[config.mk]
export PLATFORM = sky130hd
export DESIGN_NAME = log2_share_ctrl
export DESIGN_NICKNAME = d
export VERILOG_FILES = /design/src/rtl/log2_share_ctrl.sv
export SDC_FILE = /design/constraint.sdc
export NUM_CORES = 1
export LEC_CHECK = 0
export CORE_MARGIN = 2
export CORE_UTILIZATION = 30
export CTS_CLUSTER_SIZE = 14
export DETAILED_ROUTE_END_ITERATION = 16
export GPL_TIMING_DRIVEN = 0
export PLACE_DENSITY = 0.59
export SYNTH_ARGS = -nofsm -noshare
export SYNTH_HDL_FRONTEND = slang
export SYNTH_SLANG_ARGS = --single-unit
[constraint.sdc]
create_clock -name clk -period 2.2 [get_ports clk]
set_clock_uncertainty 0.05 [all_clocks]
set_input_delay 0.22 -clock clk [delete_from_list [all_inputs] [get_ports clk]]
set_output_delay 0.22 -clock clk [all_outputs]
set_load 0.01 [all_outputs]
[src/rtl/log2_share_ctrl.sv]
// ---------------------------------------------------------------------------
// log2_share_ctrl
//
// Round-robin scheduler that shares one floor(log2) engine among NREQ
// requesters. A requester raises its req bit with an operand on its slot of
// req_n_i; the controller grants one requester at a time, launches the engine
// with a one-cycle start pulse, waits for the engine's done pulse (bounded by
// a watchdog) and returns the 8-bit result to the owner over valid/ready.
//
// Parameters
//   NREQ       number of requesters (2..8)
//   TO_CYCLES  cycles spent waiting for eng_done_i before a timeout (>=16)
//
// Ports
//   clk          in   clock, rising edge
//   resetb       in   asynchronous, active-low reset
//   req_i        in   [NREQ]   level request per requester
//   req_n_i      in   [NREQ*8] operands, slot i = req_n_i[8*i+7:8*i]
//   gnt_o        out  [NREQ]   one-hot 1-cycle pulse: operand captured
//   rsp_valid_o  out  [NREQ]   one-hot: response belongs to this requester
//   rsp_ready_i  in   [NREQ]   per-requester response accept
//   rsp_r_o      out  [8]      floor(log2 N), 0 for N=0/1, 0 on timeout
//   rsp_err_o    out  1        engine timed out
//   eng_start_o  out  1        1-cycle start pulse to the engine
//   eng_n_o      out  [8]      operand to the engine, held until next grant
//   eng_done_i   in   1        engine done pulse
//   eng_r_i      in   [8]      engine result, valid with eng_done_i
//   busy_o       out  1        controller not idle
//   state_o      out  [2]      debug view of the FSM state
// ---------------------------------------------------------------------------
module log2_share_ctrl #(
    parameter int NREQ      = 4,
    parameter int TO_CYCLES = 32
) (
    input  logic                clk,
    input  logic                resetb,
    input  logic [NREQ-1:0]     req_i,
    input  logic [NREQ*8-1:0]   req_n_i,
    output logic [NREQ-1:0]     gnt_o,
    output logic [NREQ-1:0]     rsp_valid_o,
    input  logic [NREQ-1:0]     rsp_ready_i,
    output logic [7:0]          rsp_r_o,
    output logic                rsp_err_o,
    output logic                eng_start_o,
    output logic [7:0]          eng_n_o,
    input  logic                eng_done_i,
    input  logic [7:0]          eng_r_i,
    output logic                busy_o,
    output logic [1:0]          state_o
);

    localparam int IW = $clog2(NREQ);
    // Watchdog only has to reach TO_CYCLES-1.
    localparam int WW = $clog2(TO_CYCLES);

    typedef enum logic [1:0] {
        ST_IDLE = 2'b00,
        ST_WAIT = 2'b01,
        ST_RESP = 2'b10
    } state_e;

    state_e            state_q,     state_d;
    logic [IW-1:0]     owner_q,     owner_d;
    logic [IW-1:0]     last_q,      last_d;
    logic [NREQ-1:0]   gnt_q,       gnt_d;
    logic              eng_start_q, eng_start_d;
    logic [7:0]        eng_n_q,     eng_n_d;
    logic [WW-1:0]     wdog_q,      wdog_d;
    logic [NREQ-1:0]   rsp_valid_q, rsp_valid_d;
    logic [7:0]        rsp_r_q,     rsp_r_d;
    logic              rsp_err_q,   rsp_err_d;

    logic              pick_found;
    logic [IW-1:0]     pick_idx;
    logic [IW-1:0]     cand;

    function automatic logic [NREQ-1:0] onehot(input logic [IW-1:0] idx);
        onehot      = '0;
        onehot[idx] = 1'b1;
    endfunction

    // Round-robin pick: first set req bit searching upward from last_q+1
    // with wrap. The loop runs from the farthest candidate to the nearest so
    // the nearest one is assigned last and wins.
    always_comb begin
        // NOTE: every combinational output gets a default before any branch,
        // otherwise an unassigned path infers a latch.
        pick_found = 1'b0;
        pick_idx   = last_q;
        cand       = '0;
        for (int k = NREQ; k >= 1; k--) begin
            cand = IW'((int'(last_q) + k) % NREQ);
            if (req_i[cand]) begin
                pick_found = 1'b1;
                pick_idx   = cand;
            end
        end
    end

    always_comb begin
        state_d     = state_q;
        owner_d     = owner_q;
        last_d      = last_q;
        gnt_d       = '0;          // gnt and eng_start are single-cycle pulses
        eng_start_d = 1'b0;
        eng_n_d     = eng_n_q;
        wdog_d      = wdog_q;
        rsp_valid_d = rsp_valid_q;
        rsp_r_d     = rsp_r_q;
        rsp_err_d   = rsp_err_q;

        case (state_q)
            ST_IDLE: begin
                if (pick_found) begin
                    owner_d     = pick_idx;
                    gnt_d       = onehot(pick_idx);
                    eng_n_d     = req_n_i[{pick_idx, 3'b000} +: 8];
                    eng_start_d = 1'b1;
                    wdog_d      = '0;
                    state_d     = ST_WAIT;
                end
            end

            ST_WAIT: begin
                // eng_done wins over a timeout landing in the same cycle.
                if (eng_done_i) begin
                    rsp_r_d     = eng_r_i;
                    rsp_err_d   = 1'b0;
                    rsp_valid_d = onehot(owner_q);
                    state_d     = ST_RESP;
                end else if (wdog_q == WW'(TO_CYCLES - 1)) begin
                    rsp_r_d     = 8'h00;
                    rsp_err_d   = 1'b1;
                    rsp_valid_d = onehot(owner_q);
                    state_d     = ST_RESP;
                end else begin
                    wdog_d = wdog_q + 1'b1;
                end
            end

            ST_RESP: begin
                // Only the owner's ready matters; rsp_r keeps its value.
                if (rsp_ready_i[owner_q]) begin
                    rsp_valid_d = '0;
                    rsp_err_d   = 1'b0;
                    last_d      = owner_q;
                    state_d     = ST_IDLE;
                end
            end

            default: begin
                // Unreachable encoding 2'b11: drop any response and go idle.
                rsp_valid_d = '0;
                rsp_err_d   = 1'b0;
                state_d     = ST_IDLE;
            end
        endcase
    end

    always_ff @(posedge clk or negedge resetb) begin
        if (!resetb) begin
            state_q     <= ST_IDLE;
            owner_q     <= '0;
            last_q      <= IW'(NREQ - 1);   // requester 0 is first in line
            gnt_q       <= '0;
            eng_start_q <= 1'b0;
            eng_n_q     <= 8'h00;
            wdog_q      <= '0;
            rsp_valid_q <= '0;
            rsp_r_q     <= 8'h00;
            rsp_err_q   <= 1'b0;
        end else begin
            // NOTE: non-blocking assignments so every register samples the
            // pre-edge values, independent of statement order.
            state_q     <= state_d;
            owner_q     <= owner_d;
            last_q      <= last_d;
            gnt_q       <= gnt_d;
            eng_start_q <= eng_start_d;
            eng_n_q     <= eng_n_d;
            wdog_q      <= wdog_d;
            rsp_valid_q <= rsp_valid_d;
            rsp_r_q     <= rsp_r_d;
            rsp_err_q   <= rsp_err_d;
        end
    end

    assign gnt_o       = gnt_q;
    assign eng_start_o = eng_start_q;
    assign eng_n_o     = eng_n_q;
    assign rsp_valid_o = rsp_valid_q;
    assign rsp_r_o     = rsp_r_q;
    assign rsp_err_o   = rsp_err_q;
    assign busy_o      = (state_q != ST_IDLE);
    assign state_o     = state_q;

endmodule
### Cell outlines without signal wires, run 1

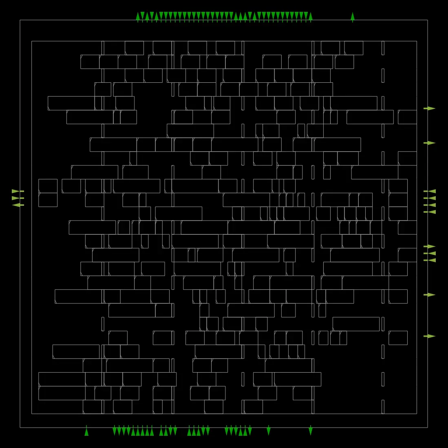
sequential fraction of total cell area: 0.343
core area: 5570 um^2
Flop Count: 37
final cell count without fillers: 311
fillcell total: 527

### Placement density heat map, run 1

8 x 8 tiles, from white (low) to dark blue (high), 0 to 100% covered.
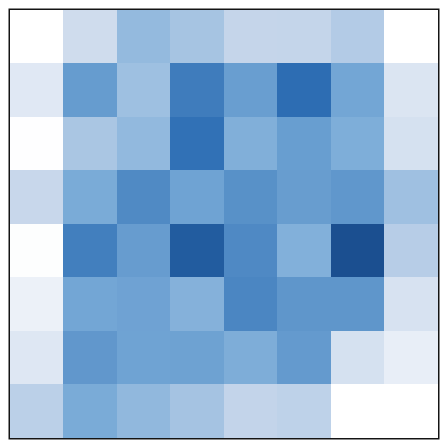
4.7% of the tiles are over 75% full. The fullest tile reaches 87%. The densest ninth of the die: middle. The mean over all tiles is 41%.

### M1 wires, run 1

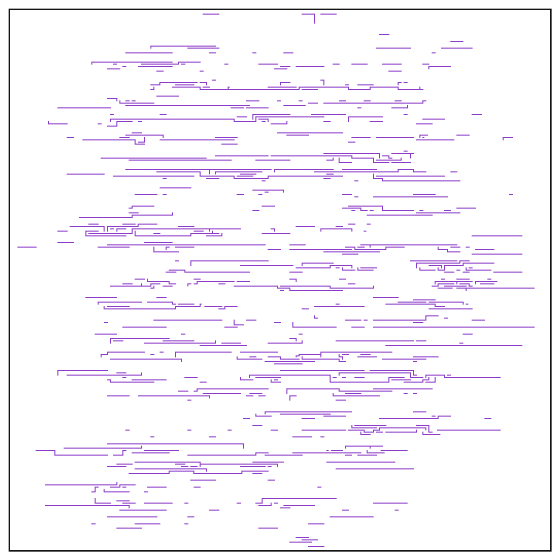
261 nets have wire on it. The layer carries 2070 um of wire. The layer holds 45% of the routed length. The wires run mostly horizontal. The longest straight run is 23.9 um.

==> impl_metrics.json, run 1 <==
{
  "outcome": "complete, but fails checks",
  "violations": "hold timing",
  "start_kind": "register",
  "syn_avg_cell_area_um2": 11.4,
  "drt_iter0_markers": 43,
  "whs_ns": -0.0145,
  "ioPinCount": 80,
  "post-route-period-util": 0.903,
  "hold_violations": 28,
  "synth-edff-count": 0,
  "met3WireLength_um": 139,
  "place_congestion": 0.706,
  "r2r_slack_ns": 0.21,
  "regArea_um2": 928,
  "top_layer_used": "met4",
  "synth-simple-area-share": 0.134,
  "ff_type": "dfrtp_1",
  "slew_viol_final": 0,
  "cts-root-buf": "clkbuf_8",
  "worstRegToRegCells": 6,
  "path_depth": 6,
  "wl_um": 4570,
  "setup_slack_ns": 0.213,
  "ys_seq_frac": 0.531,
  "cp_slowest_cell": "dfrtp_1"
}
==> run 1: stage by stage <==
stage / instances / power (mW) / hold WS (ns) / area, um^2
final: 311 / 3.32 / -0.0145 / 2710
after global routing: 311 / 3.58 / 0.0562 / 2710
after floorplan: 153 / 2.08 / -0.126 / 1750
after detailed placement: 304 / 2.88 / 0.320 / 2620
after CTS: 311 / 3.37 / 0.0131 / 2710
after global placement: 304 / 2.86 / 0.420 / 2630
==> run 1: cells in the mapped netlist, types with 3 or more instances <==
| library cell | instances |
|---|---|
| inv_1 | 6 |
| mux2i_1 | 16 |
| nand2_1 | 17 |
| a22o_1 | 10 |
| mux2_2 | 3 |
| o21ai_0 | 6 |
| nand2b_1 | 4 |
| nor2_1 | 12 |
| dfrtp_1 | 35 |
| o221ai_1 | 8 |
==> run 1: registers in the layout, summed over array words and instances, names as in the netlist <==
| name | cells |
|---|---|
| rsp_err_o | 1 |
| owner_q | 2 |
| gnt_o | 4 |
| state_o | 2 |
| wdog_q | 5 |
| eng_n_o | 8 |
| rsp_valid_o | 4 |
| rsp_r_o | 8 |
| eng_start_o | 1 |
| last_q | 2 |
==> run 1: where the power goes <==
| group | internal [mW] | switching (mW) | total [mW] |
|---|---|---|---|
| registers | 0.968 | 0.194 | 1.16 |
| clock network | 0.249 | 0.230 | 0.478 |
| logic | 0.906 | 0.774 | 1.68 |
| total | 2.12 | 1.20 | 3.32 |
==> run 1: area by class of cell <==
type / instances / share of cell area
clock buffer: 7 / 0.0319
buffer: 5 / 0.0115
sequential: 37 / 0.343
multi-input combinational: 104 / 0.281
timing repair buffer: 79 / 0.290
tap: 72 / 0.0332
inverter: 7 / 0.00970
==> run 2, diff against run 1 <==
- clock period: 2.2 -> 2.06 ns (I/O delays scaled with it)
### Cell outlines without signal wires, run 2

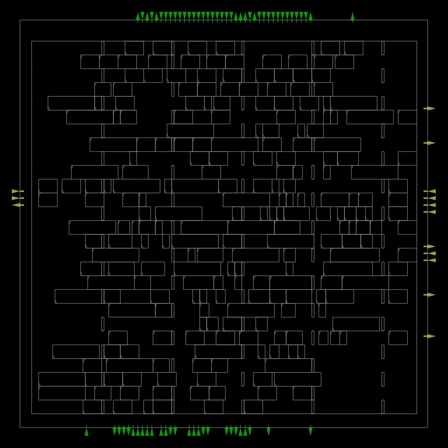
Finished Core Util: 0.488
Core Rows: 27
final cell count without fillers: 312

### Sequential cells colored by netlist name, run 2

Other sequential cells in the stronger gray, the rest of the logic in the fainter gray.
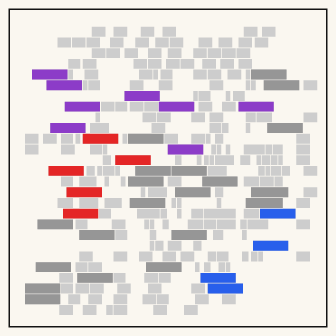
Key: rsp_valid_o = blue [sequential cells 4, where bottom right]; wdog_q = red [sequential cells 5, where left middle]; eng_n_o = purple [sequential cells 8]

==> impl_metrics.json, run 2 <==
{
  "ff_type": "dfrtp_1",
  "switching_share": 0.359,
  "pwr-share-seq": 0.350,
  "syn_avg_cell_area_um2": 11.4,
  "vdd_drop_max_uv": 499,
  "ioPinCount": 80,
  "power_frac_clock": 0.144,
  "drt_iter0_markers": 43,
  "top_cell": "dfrtp_1",
  "crit_buf_inv": 0,
  "start_kind": "register",
  "hold_violations": 0,
  "top_cells_by_count": "dfrtp_1 (35), nand2_1 (17), mux2i_1 (16)",
  "crit_fanout": 9,
  "place_congestion": 0.706,
  "synthAdderAreaFrac": 0.0143,
  "post-route-period-util": 0.948,
  "r2r_slack_ns": 0.11,
  "cts-root-buf": "clkbuf_8",
  "ys_seq_frac": 0.531,
  "cp_slowest_cell": "o21ai_1",
  "wl_um": 4560,
  "port_buffers": 79,
  "power.share.combinational": 0.506,
  "intPower_mw": 2.27,
  "path_depth": 5,
  "p_switching_mw": 1.27,
  "synth-simple-area-share": 0.134,
  "drt-pass1-iter-count": 2,
  "outcome": "finished clean",
  "slew_viol_final": 0,
  "worstRegToRegCells": 5,
  "synth-edff-count": 0,
  "cp-endpoint": "rsp_r_o[6]",
  "dpl.cell_count": 304,
  "core_area_um2": 5570,
  "muxShareOfSynthArea": 0.132
}
### Placement density heat map, run 2

8 x 8 tiles, from white (low) to dark blue (high), 0 to 100% covered.
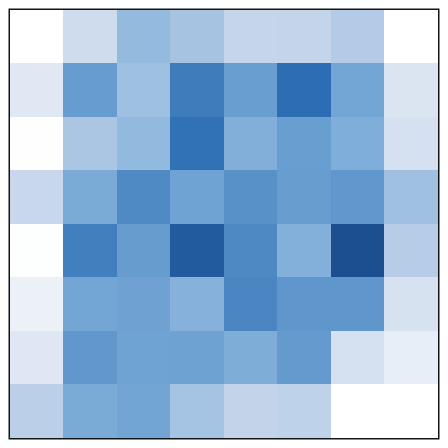
The fullest tile reaches 87%. 4.7% of the tiles are over 75% full. 9.4% of the tiles are nearly empty. The mean over all tiles is 41%. The densest ninth of the die: middle.

## run 2: what timing repair did
item                                   4_1_cts  5_1_grt
endpoints found under the hold margin        6        0
setup endpoints to repair                    0        2
hold buffers                                 1        0
## run 2: metal layers
layer	global-route usage	vias up	routed length, um
met5	0	-	0
met4	0.0458	0	15
met3	0.0337	2	140
met2	0.230	22	2370
met1	0.206	691	2040
li1	-	724	-
## run 2: final cells by class
type	count	area, um^2
clock buffers	7	86.3
flip-flops and latches	37	928
multi-input cells	104	762
plain buffers	5	31.3
inverters	7	26.3
well taps	72	90.1
fillers	526	2850
repair buffers	80	796
## run 2: power by group through the flow
| stage | Sequential, mW | Clock [mW] | Combinational [mW] |
|---|---|---|---|
| after CTS | 1.25 | 0.527 | 1.83 |
| after global placement | 1.25 | 0 | 1.80 |
| after detailed placement | 1.26 | 0 | 1.82 |
| final | 1.24 | 0.509 | 1.79 |
| after floorplan | 1.34 | 0 | 0.884 |
| after global routing | 1.29 | 0.573 | 1.96 |
## run 2: tightest hold or removal path, stage by stage (launching register included)
cell and delay [ns]:
dfrtp_1 0.34, nand2_1 0.05, o221ai_1 0.06
## run 2: through the flow
stage	setup TNS [ns]	setup WS (ns)	power [mW]	instance area, um^2	hold WS, ns
finish	0	0.107	3.54	2720	0.441
global route	-0.00395	-0.00395	3.82	2720	0.471
CTS	0	0.0499	3.60	2720	0.442
detailed placement	0	0.0113	3.08	2620	0.306
global placement	-6.50	-0.188	3.06	2630	0.420
floorplan	0	0.234	2.22	1750	-0.140
==> run 3, diff against run 2 <==
- SKIP_LAST_GASP: unset -> 1
### M1 wires, run 3

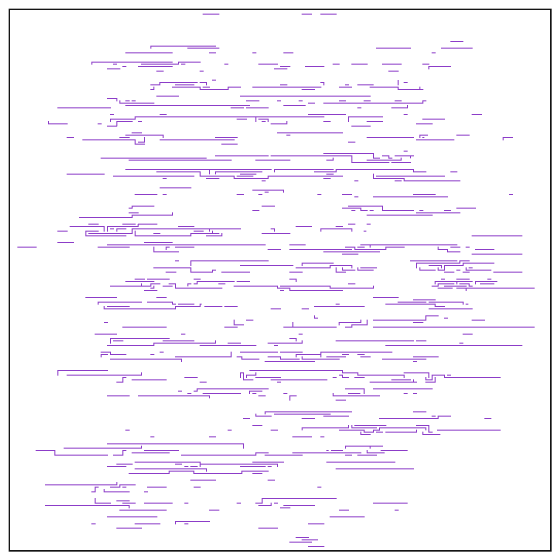
The layer carries 2040 um of wire. The wires run mostly horizontal.

### Placement density heat map, run 3

8 x 8 tiles, from white (low) to dark blue (high), 0 to 100% covered.
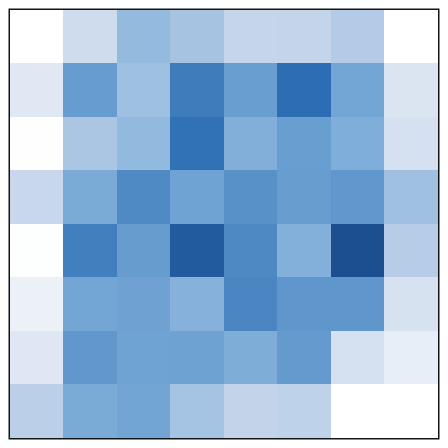
The densest ninth of the die: middle. The emptiest ninth of the die: bottom right. The mean over all tiles is 41%. 9.4% of the tiles are nearly empty.

==> impl_metrics.json, run 3 <==
{
  "r2r_slack_ns": 0.11,
  "place_congestion": 0.706,
  "whs_ns": 0.441,
  "synth-edff-count": 0,
  "top_cell": "dfrtp_1",
  "p_total_mw": 3.54,
  "slew_viol_final": 0,
  "core_area_um2": 5570,
  "port_buffers": 79,
  "utilization": 0.488,
  "drt-pass1-iter-count": 2,
  "synthAdderAreaFrac": 0.0143,
  "ys_seq_frac": 0.531,
  "syn_avg_cell_area_um2": 11.4,
  "wl_um": 4560,
  "vdd_drop_max_uv": 499,
  "post_dp_cell_area_um2": 2620,
  "top_cells_by_count": "dfrtp_1 (35), nand2_1 (17), mux2i_1 (16)",
  "start_kind": "register",
  "ctsHoldBuffers": 1,
  "rsz0062_at_grt": "yes",
  "cts_resized": 0,
  "hold_violations": 0,
  "ioPinCount": 80,
  "ff_type": "dfrtp_1",
  "pre_cts_ws_ns": 0.0113,
  "synth-simple-area-share": 0.134,
  "setup_slack_ns": 0.107,
  "layout-drive-gt1-share": 0.100,
  "drt_iter0_markers": 43,
  "chipArea_um2": 6450,
  "stdcell_area_um2": 2720,
  "outcome": "finished clean"
}
### Cell outlines without signal wires, run 3

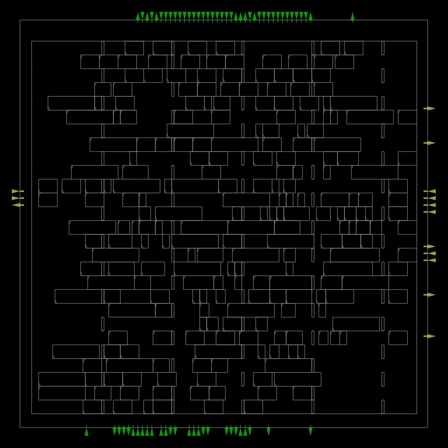
n_taps: 72
fillcell total: 526
sequential fraction of total cell area: 0.341

-- run 3: kinds of logic after synthesis --
kind of cell / count (synthesis)
XOR/XNOR: 2
buffers and inverters: 12
AND-OR/OR-AND: 33
flip-flops: 37
adder cells (fa/ha/maj): 2
AND/OR/NAND/NOR: 46
multiplexers: 21
-- run 3: stage by stage --
step	std cells	setup TNS, ns
floorplan	153	0
global placement	304	-6.50
detailed placement	304	0
CTS	312	0
global route	312	-0.00395
finish	312	0
-- run 3: worst max-delay path, cell delays in order, from the launching register on --
cell and delay [ns]:
dfrtp_1 0.41, ha_1 0.21, and3_1 0.18, ha_1 0.23, o21ai_1 0.57, a22o_1 0.23
-- run 3: final timing paths --
check,end,cells past startpoint
worst max-delay path,rsp_r_o[6],5
worst min-delay path,eng_n_o[2],2
worst max register to register,rsp_r_o[6],5
worst min register to register,eng_n_o[2],2
max in group asynchronous,rsp_valid_o[0],2
min in group asynchronous,rsp_r_o[4],2
-- run 3: routing by layer --
layer | track usage | part of all wire
met1 | 0.206 | 0.45
met2 | 0.230 | 0.52
met3 | 0.0337 | 0.031
met4 | 0.0458 | 0.0033
met5 | 0 | 0
-- run 3: area by class of cell --
cell class	count	area (um^2)	area share
buffer	5	31.3	0.0115
clock buffer	7	86.3	0.0317
inverter	7	26.3	0.00966
multi-input combinational	104	762	0.280
sequential	37	928	0.341
tap	72	90.1	0.0331
timing repair buffer	80	796	0.293
-- run 3: where the power goes --
part | internal [mW] | switching (mW) | total, mW | leakage [nW]
clock | 0.266 | 0.243 | 0.509 | 0.0443
sequential | 1.03 | 0.206 | 1.24 | 0.471
combinational | 0.971 | 0.823 | 1.79 | 0.692
total | 2.27 | 1.27 | 3.54 | 1.21
Power figures rest on the tool's default switching activity, not on a simulated workload.
